### Cells by drive strength

Scale bar: 50 µm.
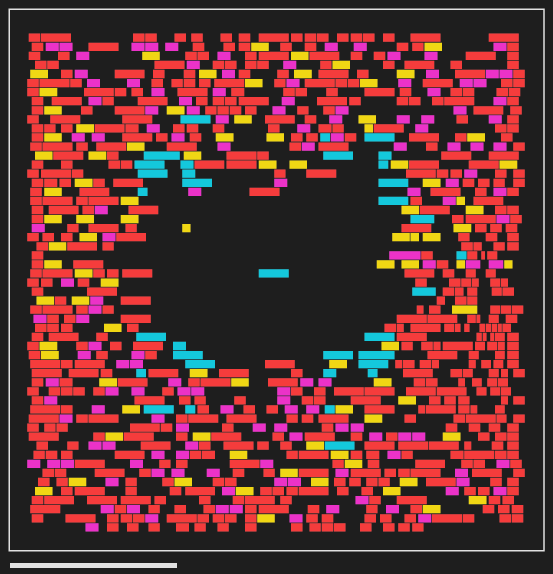
### The metal 1 layer

Scale bar: 50 µm. Supply wires on this layer in gray. Cells faint in the background.
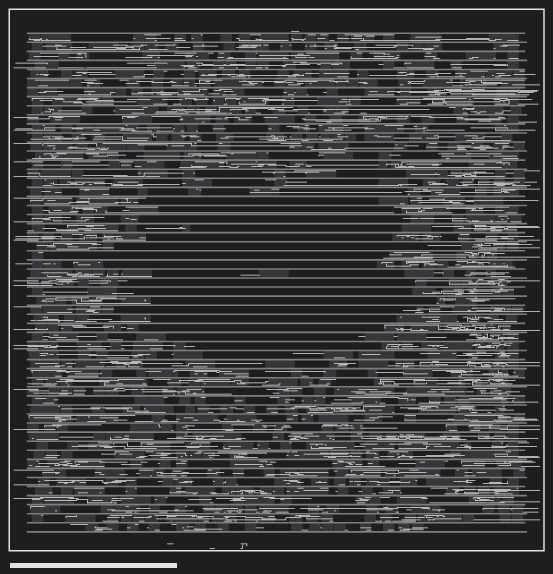
### Routing congestion

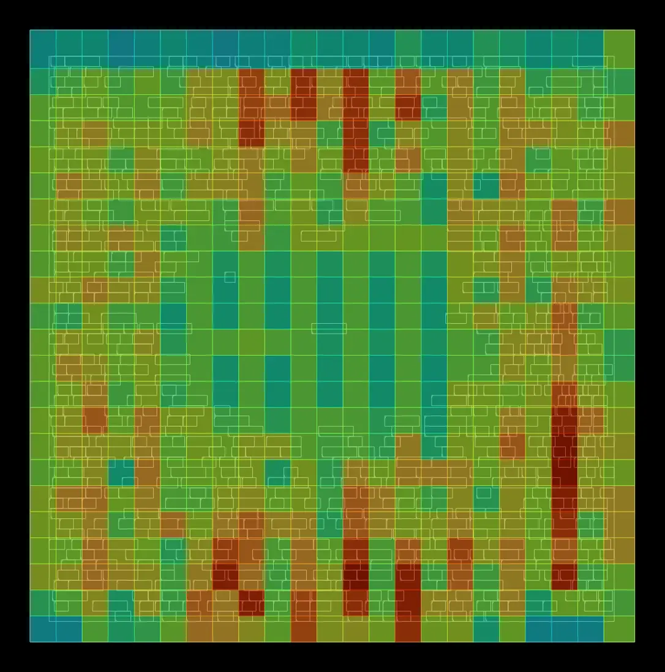
### Zoomed window

Scale bar: 10 µm. Region (60, 29) to (100, 69) µm. Cells in gray, sequential cells in the stronger gray; small squares are vias.
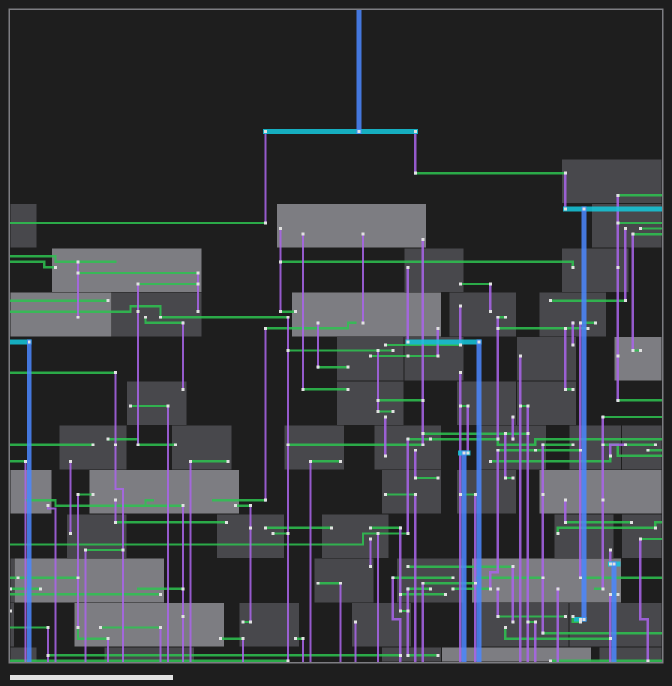
--- src/rtl/id_ex_if.sv ---
// ID/EX stage bundle: decoded ID fields, MEM/WB producer info and the EX-side outputs.
// The stage uses the slave modport; whoever drives ID and the producers uses master.
interface id_ex_if #(
    parameter int DATA_W = 32,
    parameter int REG_AW = 5
);
    logic              id_valid;
    logic [REG_AW-1:0] id_rs1;
    logic [REG_AW-1:0] id_rs2;
    logic [DATA_W-1:0] id_rd1;
    logic [DATA_W-1:0] id_rd2;
    logic [DATA_W-1:0] id_imm;
    logic [DATA_W-1:0] id_pc;
    logic [2:0]        id_alu_ctrl;
    logic              id_alusrc;
    logic [REG_AW-1:0] id_rd;
    logic              id_regwrite;
    logic              id_memread;
    logic              id_memwrite;
    logic              id_branch;
    logic              flush;

    logic [REG_AW-1:0] mem_rd;
    logic              mem_regwrite;
    logic [DATA_W-1:0] mem_result;
    logic [REG_AW-1:0] wb_rd;
    logic              wb_regwrite;
    logic [DATA_W-1:0] wb_result;

    logic              stall;
    logic [DATA_W-1:0] alu_op1;
    logic [DATA_W-1:0] alu_op2;
    logic [2:0]        alu_ctrl;
    logic              ex_valid;
    logic              ex_regwrite;
    logic              ex_memread;
    logic              ex_memwrite;
    logic              ex_branch;
    logic [REG_AW-1:0] ex_rd;
    logic [DATA_W-1:0] ex_pc;
    logic [DATA_W-1:0] ex_imm;
    logic [DATA_W-1:0] ex_store_data;

    modport slave (
        input  id_valid, id_rs1, id_rs2, id_rd1, id_rd2, id_imm, id_pc,
        input  id_alu_ctrl, id_alusrc, id_rd,
        input  id_regwrite, id_memread, id_memwrite, id_branch, flush,
        input  mem_rd, mem_regwrite, mem_result, wb_rd, wb_regwrite, wb_result,
        output stall, alu_op1, alu_op2, alu_ctrl,
        output ex_valid, ex_regwrite, ex_memread, ex_memwrite, ex_branch,
        output ex_rd, ex_pc, ex_imm, ex_store_data
    );

    modport master (
        output id_valid, id_rs1, id_rs2, id_rd1, id_rd2, id_imm, id_pc,
        output id_alu_ctrl, id_alusrc, id_rd,
        output id_regwrite, id_memread, id_memwrite, id_branch, flush,
        output mem_rd, mem_regwrite, mem_result, wb_rd, wb_regwrite, wb_result,
        input  stall, alu_op1, alu_op2, alu_ctrl,
        input  ex_valid, ex_regwrite, ex_memread, ex_memwrite, ex_branch,
        input  ex_rd, ex_pc, ex_imm, ex_store_data
    );
endinterface

--- src/rtl/id_ex_stage.sv ---
// ID/EX pipeline register with WB capture bypass, MEM/WB forwarding and bubble insertion; ID->EX latency 1 cycle.
// Backpressure: stall holds PC and IF/ID. ID_EX_FORWARDING_EN enables EX-side forwarding, else stall until the producer reaches WB.
module id_ex_stage #(
    parameter int DATA_W = 32,
    parameter int REG_AW = 5
) (
    input  logic      clk,
    input  logic      rst,
    id_ex_if.slave    io_if
);
    logic              r_valid;
    logic [REG_AW-1:0] r_rs1;
    logic [REG_AW-1:0] r_rs2;
    logic [DATA_W-1:0] r_rd1;
    logic [DATA_W-1:0] r_rd2;
    logic [DATA_W-1:0] r_imm;
    logic [DATA_W-1:0] r_pc;
    logic [2:0]        r_alu_ctrl;
    logic              r_alusrc;
    logic [REG_AW-1:0] r_rd;
    logic              r_regwrite;
    logic              r_memread;
    logic              r_memwrite;
    logic              r_branch;

    logic              w_cap1;
    logic              w_cap2;
    logic [DATA_W-1:0] w_fwd1;
    logic [DATA_W-1:0] w_fwd2;
    logic              w_hazard;
    logic              w_stall;

    // Register file writes and reads in the same cycle; capture the value being written.
    always_comb begin
        w_cap1 = io_if.wb_regwrite && (io_if.wb_rd != '0) && (io_if.wb_rd == io_if.id_rs1);
        w_cap2 = io_if.wb_regwrite && (io_if.wb_rd != '0) && (io_if.wb_rd == io_if.id_rs2);
    end

`ifdef ID_EX_FORWARDING_EN
    always_comb begin
        w_fwd1 = r_rd1;
        if (io_if.mem_regwrite && (io_if.mem_rd != '0) && (io_if.mem_rd == r_rs1))
            w_fwd1 = io_if.mem_result;
        else if (io_if.wb_regwrite && (io_if.wb_rd != '0) && (io_if.wb_rd == r_rs1))
            w_fwd1 = io_if.wb_result;

        w_fwd2 = r_rd2;
        if (io_if.mem_regwrite && (io_if.mem_rd != '0) && (io_if.mem_rd == r_rs2))
            w_fwd2 = io_if.mem_result;
        else if (io_if.wb_regwrite && (io_if.wb_rd != '0) && (io_if.wb_rd == r_rs2))
            w_fwd2 = io_if.wb_result;
    end

    // Only a load in EX cannot be forwarded in time: one bubble lets it reach MEM.
    always_comb begin
        w_hazard = io_if.id_valid && r_valid && r_memread && (r_rd != '0) &&
                   ((r_rd == io_if.id_rs1) || (r_rd == io_if.id_rs2));
    end
`else
    always_comb begin
        w_fwd1 = r_rd1;
        w_fwd2 = r_rd2;
    end

    // Without forwarding, wait until every in-flight producer reaches WB and is captured.
    always_comb begin
        w_hazard = 1'b0;
        if (io_if.id_valid) begin
            if ((io_if.id_rs1 != '0) &&
                ((r_valid && r_regwrite && (r_rd == io_if.id_rs1)) ||
                 (io_if.mem_regwrite && (io_if.mem_rd == io_if.id_rs1))))
                w_hazard = 1'b1;
            if ((io_if.id_rs2 != '0) &&
                ((r_valid && r_regwrite && (r_rd == io_if.id_rs2)) ||
                 (io_if.mem_regwrite && (io_if.mem_rd == io_if.id_rs2))))
                w_hazard = 1'b1;
        end
    end
`endif

    // Flush overrides the bubble, and reset forces the stall request low.
    always_comb begin
        w_stall = w_hazard && !io_if.flush && !rst;
    end

    always_ff @(posedge clk or posedge rst) begin
        if (rst) begin
            r_valid    <= 1'b0;
            r_rs1      <= '0;
            r_rs2      <= '0;
            r_rd1      <= '0;
            r_rd2      <= '0;
            r_imm      <= '0;
            r_pc       <= '0;
            r_alu_ctrl <= 3'b000;
            r_alusrc   <= 1'b0;
            r_rd       <= '0;
            r_regwrite <= 1'b0;
            r_memread  <= 1'b0;
            r_memwrite <= 1'b0;
            r_branch   <= 1'b0;
        end else if (io_if.flush || w_stall) begin
            // Bubble: data fields keep stale values, nothing downstream acts on them.
            r_valid    <= 1'b0;
            r_rs1      <= '0;
            r_rs2      <= '0;
            r_rd       <= '0;
            r_regwrite <= 1'b0;
            r_memread  <= 1'b0;
            r_memwrite <= 1'b0;
            r_branch   <= 1'b0;
        end else begin
            r_valid    <= io_if.id_valid;
            r_rs1      <= io_if.id_rs1;
            r_rs2      <= io_if.id_rs2;
            r_rd1      <= w_cap1 ? io_if.wb_result : io_if.id_rd1;
            r_rd2      <= w_cap2 ? io_if.wb_result : io_if.id_rd2;
            r_imm      <= io_if.id_imm;
            r_pc       <= io_if.id_pc;
            r_alu_ctrl <= io_if.id_alu_ctrl;
            r_alusrc   <= io_if.id_alusrc;
            r_rd       <= io_if.id_rd;
            r_regwrite <= io_if.id_regwrite;
            r_memread  <= io_if.id_memread;
            r_memwrite <= io_if.id_memwrite;
            r_branch   <= io_if.id_branch;
        end
    end

    always_comb begin
        io_if.stall         = w_stall;
        io_if.alu_op1       = w_fwd1;
        io_if.alu_op2       = r_alusrc ? r_imm : w_fwd2;
        io_if.alu_ctrl      = r_alu_ctrl;
        io_if.ex_valid      = r_valid;
        io_if.ex_regwrite   = r_regwrite;
        io_if.ex_memread    = r_memread;
        io_if.ex_memwrite   = r_memwrite;
        io_if.ex_branch     = r_branch;
        io_if.ex_rd         = r_rd;
        io_if.ex_pc         = r_pc;
        io_if.ex_imm        = r_imm;
        io_if.ex_store_data = w_fwd2;
    end
endmodule

--- src/flat_wrapper.sv ---
// flat-port wrapper written by rule: the top's interface ports become plain ports
module id_ex_stage_flat 
#(
    parameter int DATA_W = 32,
    parameter int REG_AW = 5
)
  (clk, rst, io_if_id_valid, io_if_id_rs1, io_if_id_rs2, io_if_id_rd1, io_if_id_rd2, io_if_id_imm, io_if_id_pc, io_if_id_alu_ctrl, io_if_id_alusrc, io_if_id_rd, io_if_id_regwrite, io_if_id_memread, io_if_id_memwrite, io_if_id_branch, io_if_flush, io_if_mem_rd, io_if_mem_regwrite, io_if_mem_result, io_if_wb_rd, io_if_wb_regwrite, io_if_wb_result, io_if_stall, io_if_alu_op1, io_if_alu_op2, io_if_alu_ctrl, io_if_ex_valid, io_if_ex_regwrite, io_if_ex_memread, io_if_ex_memwrite, io_if_ex_branch, io_if_ex_rd, io_if_ex_pc, io_if_ex_imm, io_if_ex_store_data);
  id_ex_if #(.DATA_W(DATA_W), .REG_AW(REG_AW)) io_if_i ();
  input  logic clk;
  input  logic rst;
  input wire logic [$bits(io_if_i.id_valid)-1:0] io_if_id_valid;
  input wire logic [$bits(io_if_i.id_rs1)-1:0] io_if_id_rs1;
  input wire logic [$bits(io_if_i.id_rs2)-1:0] io_if_id_rs2;
  input wire logic [$bits(io_if_i.id_rd1)-1:0] io_if_id_rd1;
  input wire logic [$bits(io_if_i.id_rd2)-1:0] io_if_id_rd2;
  input wire logic [$bits(io_if_i.id_imm)-1:0] io_if_id_imm;
  input wire logic [$bits(io_if_i.id_pc)-1:0] io_if_id_pc;
  input wire logic [$bits(io_if_i.id_alu_ctrl)-1:0] io_if_id_alu_ctrl;
  input wire logic [$bits(io_if_i.id_alusrc)-1:0] io_if_id_alusrc;
  input wire logic [$bits(io_if_i.id_rd)-1:0] io_if_id_rd;
  input wire logic [$bits(io_if_i.id_regwrite)-1:0] io_if_id_regwrite;
  input wire logic [$bits(io_if_i.id_memread)-1:0] io_if_id_memread;
  input wire logic [$bits(io_if_i.id_memwrite)-1:0] io_if_id_memwrite;
  input wire logic [$bits(io_if_i.id_branch)-1:0] io_if_id_branch;
  input wire logic [$bits(io_if_i.flush)-1:0] io_if_flush;
  input wire logic [$bits(io_if_i.mem_rd)-1:0] io_if_mem_rd;
  input wire logic [$bits(io_if_i.mem_regwrite)-1:0] io_if_mem_regwrite;
  input wire logic [$bits(io_if_i.mem_result)-1:0] io_if_mem_result;
  input wire logic [$bits(io_if_i.wb_rd)-1:0] io_if_wb_rd;
  input wire logic [$bits(io_if_i.wb_regwrite)-1:0] io_if_wb_regwrite;
  input wire logic [$bits(io_if_i.wb_result)-1:0] io_if_wb_result;
  output wire logic [$bits(io_if_i.stall)-1:0] io_if_stall;
  output wire logic [$bits(io_if_i.alu_op1)-1:0] io_if_alu_op1;
  output wire logic [$bits(io_if_i.alu_op2)-1:0] io_if_alu_op2;
  output wire logic [$bits(io_if_i.alu_ctrl)-1:0] io_if_alu_ctrl;
  output wire logic [$bits(io_if_i.ex_valid)-1:0] io_if_ex_valid;
  output wire logic [$bits(io_if_i.ex_regwrite)-1:0] io_if_ex_regwrite;
  output wire logic [$bits(io_if_i.ex_memread)-1:0] io_if_ex_memread;
  output wire logic [$bits(io_if_i.ex_memwrite)-1:0] io_if_ex_memwrite;
  output wire logic [$bits(io_if_i.ex_branch)-1:0] io_if_ex_branch;
  output wire logic [$bits(io_if_i.ex_rd)-1:0] io_if_ex_rd;
  output wire logic [$bits(io_if_i.ex_pc)-1:0] io_if_ex_pc;
  output wire logic [$bits(io_if_i.ex_imm)-1:0] io_if_ex_imm;
  output wire logic [$bits(io_if_i.ex_store_data)-1:0] io_if_ex_store_data;
  assign io_if_i.id_valid = io_if_id_valid;
  assign io_if_i.id_rs1 = io_if_id_rs1;
  assign io_if_i.id_rs2 = io_if_id_rs2;
  assign io_if_i.id_rd1 = io_if_id_rd1;
  assign io_if_i.id_rd2 = io_if_id_rd2;
  assign io_if_i.id_imm = io_if_id_imm;
  assign io_if_i.id_pc = io_if_id_pc;
  assign io_if_i.id_alu_ctrl = io_if_id_alu_ctrl;
  assign io_if_i.id_alusrc = io_if_id_alusrc;
  assign io_if_i.id_rd = io_if_id_rd;
  assign io_if_i.id_regwrite = io_if_id_regwrite;
  assign io_if_i.id_memread = io_if_id_memread;
  assign io_if_i.id_memwrite = io_if_id_memwrite;
  assign io_if_i.id_branch = io_if_id_branch;
  assign io_if_i.flush = io_if_flush;
  assign io_if_i.mem_rd = io_if_mem_rd;
  assign io_if_i.mem_regwrite = io_if_mem_regwrite;
  assign io_if_i.mem_result = io_if_mem_result;
  assign io_if_i.wb_rd = io_if_wb_rd;
  assign io_if_i.wb_regwrite = io_if_wb_regwrite;
  assign io_if_i.wb_result = io_if_wb_result;
  assign io_if_stall = io_if_i.stall;
  assign io_if_alu_op1 = io_if_i.alu_op1;
  assign io_if_alu_op2 = io_if_i.alu_op2;
  assign io_if_alu_ctrl = io_if_i.alu_ctrl;
  assign io_if_ex_valid = io_if_i.ex_valid;
  assign io_if_ex_regwrite = io_if_i.ex_regwrite;
  assign io_if_ex_memread = io_if_i.ex_memread;
  assign io_if_ex_memwrite = io_if_i.ex_memwrite;
  assign io_if_ex_branch = io_if_i.ex_branch;
  assign io_if_ex_rd = io_if_i.ex_rd;
  assign io_if_ex_pc = io_if_i.ex_pc;
  assign io_if_ex_imm = io_if_i.ex_imm;
  assign io_if_ex_store_data = io_if_i.ex_store_data;
  id_ex_stage #(.DATA_W(DATA_W), .REG_AW(REG_AW)) u_core (.clk(clk), .rst(rst), .io_if(io_if_i));
endmodule
--- config.mk ---
export PLATFORM = sky130hd
export DESIGN_NAME = id_ex_stage_flat
export DESIGN_NICKNAME = d
export VERILOG_FILES = /design/src/rtl/id_ex_if.sv /design/src/rtl/id_ex_stage.sv /design/src/flat_wrapper.sv
export SDC_FILE = /design/constraint.sdc
export NUM_CORES = 1
export LEC_CHECK = 0
export CAP_MARGIN = 20
export CORE_AREA = 5 5 155 157
export CTS_CLUSTER_SIZE = 25
export DETAILED_ROUTE_END_ITERATION = 16
export DIE_AREA = 0 0 160 162
export GPL_TIMING_DRIVEN = 1
export PLACE_DENSITY = 0.66
export SLEW_MARGIN = 10
export SYNTH_ARGS = -nofsm -noshare
export SYNTH_HDL_FRONTEND = slang
export SYNTH_SLANG_ARGS = --single-unit
export TNS_END_PERCENT = 30
--- constraint.sdc ---
create_clock -name clk -period 7.68 [get_ports clk]
set_clock_uncertainty 0.15 [all_clocks]
set_input_delay 2.304 -clock clk [delete_from_list [all_inputs] [get_ports clk]]
set_output_delay 2.304 -clock clk [all_outputs]
set_load 0.01 [all_outputs]
==> flow_summary_export.csv <==
group,metric,value,unit
status,status,"finished clean",
worst_setup_path,rr_startpoint,"u_core.io_if.ex_rd[0]",
finish,n_clock_buffer,17,
global_routing,grt_pass1_wl,35000,µm
place,place_inst,1099,
run,tool_warnings,60,
worst_setup_path,cp_common_cell,"clkdlybuf4s50_1",
min_path,hp-class,"flop to flop",
worst_setup_path,worstReg2RegEnd,"u_core.io_if.alu_op1[7]",
min_path,hold_depth,1,
clocking,path_clk_slew,0.06,ns
worst_setup_path,cp-startpoint,"io_if_id_rs2[1]",
clocking,cts.sinks,142,
worst_setup_path,cp_num_buf_inv,2,
finish,final-instance-count-excl-fill,1131,
clocking,clkLatencyLatePin,0.41,ns
die,core_area,0.0224,mm²
die,well_tap_count,285,
worst_setup_path,worst-path-stages,6,
worst_setup_path,critPathMaxFanout,4,
clocking,post_cts_buffers,0,
drt,wl_met1,9170,µm
sta,tightest_slew,0.983,ns
place,pre_cts_slack,0.557,ns
worst_setup_path,cp-end-kind,"primary output",
synth,yosysUniqueCellTypes,22,
worst_setup_path,path_cells,"clkdlybuf4s50_1 -> or4_1 -> nor2_1 -> nor3_1 -> o41a_4 -> clkdlybuf4s50_1",
die,die_h,162,µm
synth,synth_stat.cells,461,
finish,layout.nonclk_buf_frac,0.323,
worst_setup_path,setup.worst_path.end,"io_if_stall",
sta,setup_viol_count_final,0,
global_routing,grt_pass1_vias,5745,
clocking,postCtsHoldBufs,0,
finish,largest_class,"non-clock buffers",
drt,vias,5186,
global_routing,grt-busiest-layer,"met2",
synth,postSynth.asyncResetShare,1.00,
drt,drcViolationCount,0,
global_routing,grt_start_max_net_pins,102,
synth,netlist_area,0.00720,mm²
finish,inv_count,1,
worst_setup_path,critical-path-slowest-cell,"or4_1",
synth,syn_nets,692,
## Picture notes: 'Cells by drive strength'
- cyan: drive 6 and up (cells 34; most used clkbuf_16)
- red: drive 1 or less (cells 583; most used clkdlybuf4s50_1)
- magenta: drive 2 (cells 141; most used mux2_2)
- yellow: drive 3 to 4 (cells 88; most used mux2_4)

## Picture notes: 'The metal 1 layer'
- share of all routed wire: 40%
- main direction: horizontal
- longest straight run: 86.5 µm

## Picture notes: 'Routing congestion'
GR Layer Usage met3: 0.0690
Final Util: 0.523
met1 usage: 0.205

## Picture notes: 'Zoomed window'
- blue: met4
- cyan: met3
- green: met1
- purple: met2
- netlist names of flops here include: u_core.io_if.alu_op1 (4), u_core.io_if.ex_store_data (3), u_core.io_if.ex_imm (2)
- sequential cells in the window: 9
- cells with their middle in the window: 42
- most frequent: clkdlybuf4s50_1 (15), mux2_2 (11), dfrtp_1 (9)

[power breakdown]
| part | switching (mW) | total, mW | leakage [nW] | internal (mW) |
|---|---|---|---|---|
| logic | 0.201 | 0.606 | 2.84 | 0.405 |
| registers | 0.0642 | 0.889 | 1.67 | 0.825 |
| clock network | 0.371 | 0.868 | 0.300 | 0.497 |
| total | 0.636 | 2.36 | 4.81 | 1.73 |
[sequential cells by signal, indices dropped and copies added, names as in the netlist]
signal,flops
u_core.io_if.ex_store_data,32
u_core.io_if.ex_branch,1
u_core.io_if.ex_rd,5
u_core.io_if.ex_memwrite,1
u_core.io_if.ex_memread,1
u_core.io_if.alu_op1,32
u_core.io_if.alu_ctrl,3
u_core.r_alusrc,1
u_core.io_if.ex_valid,1
u_core.io_if.ex_imm,32
u_core.io_if.ex_regwrite,1
u_core.io_if.ex_pc,32
[per-stage QoR]
stage | util | area (µm²)
6_report | 0.523 | 11700
5_1_grt | 0.523 | 11700
4_1_cts | 0.523 | 11700
3_5_place_dp | 0.495 | 11100
3_3_place_gp | 0.495 | 11100
2_1_floorplan | - | 7200
[cells by family (layout without fill, tap and decap cells)]
family / Yosys count / in the layout / synth area share
simple gates: 34 / 34 / 0.0295
xor+xnor: 30 / 30 / 0.0365
compound gates: 1 / 1 / 0.00295
flops: 142 / 142 / 0.494
mux: 228 / 228 / 0.399
buf+inv: 26 / 411 / 0.0384
[placed cells by master (no fill, tap or decap), drive strengths merged]
cell type        n
clkdlybuf4s50  372
mux2           228
dfrtp          142
xnor2           26
clkbuf          17
inv             13
and2             9
nand4            6
buf              6
xor2             4
nor3             4
nor2             4
or4              3
nor4             2
nand2            2
nand3            2
nor3b            2
bufinv           2
o41a             1
clkinvlp         1
No activity file was given, so power comes from the tool's default toggle rates.
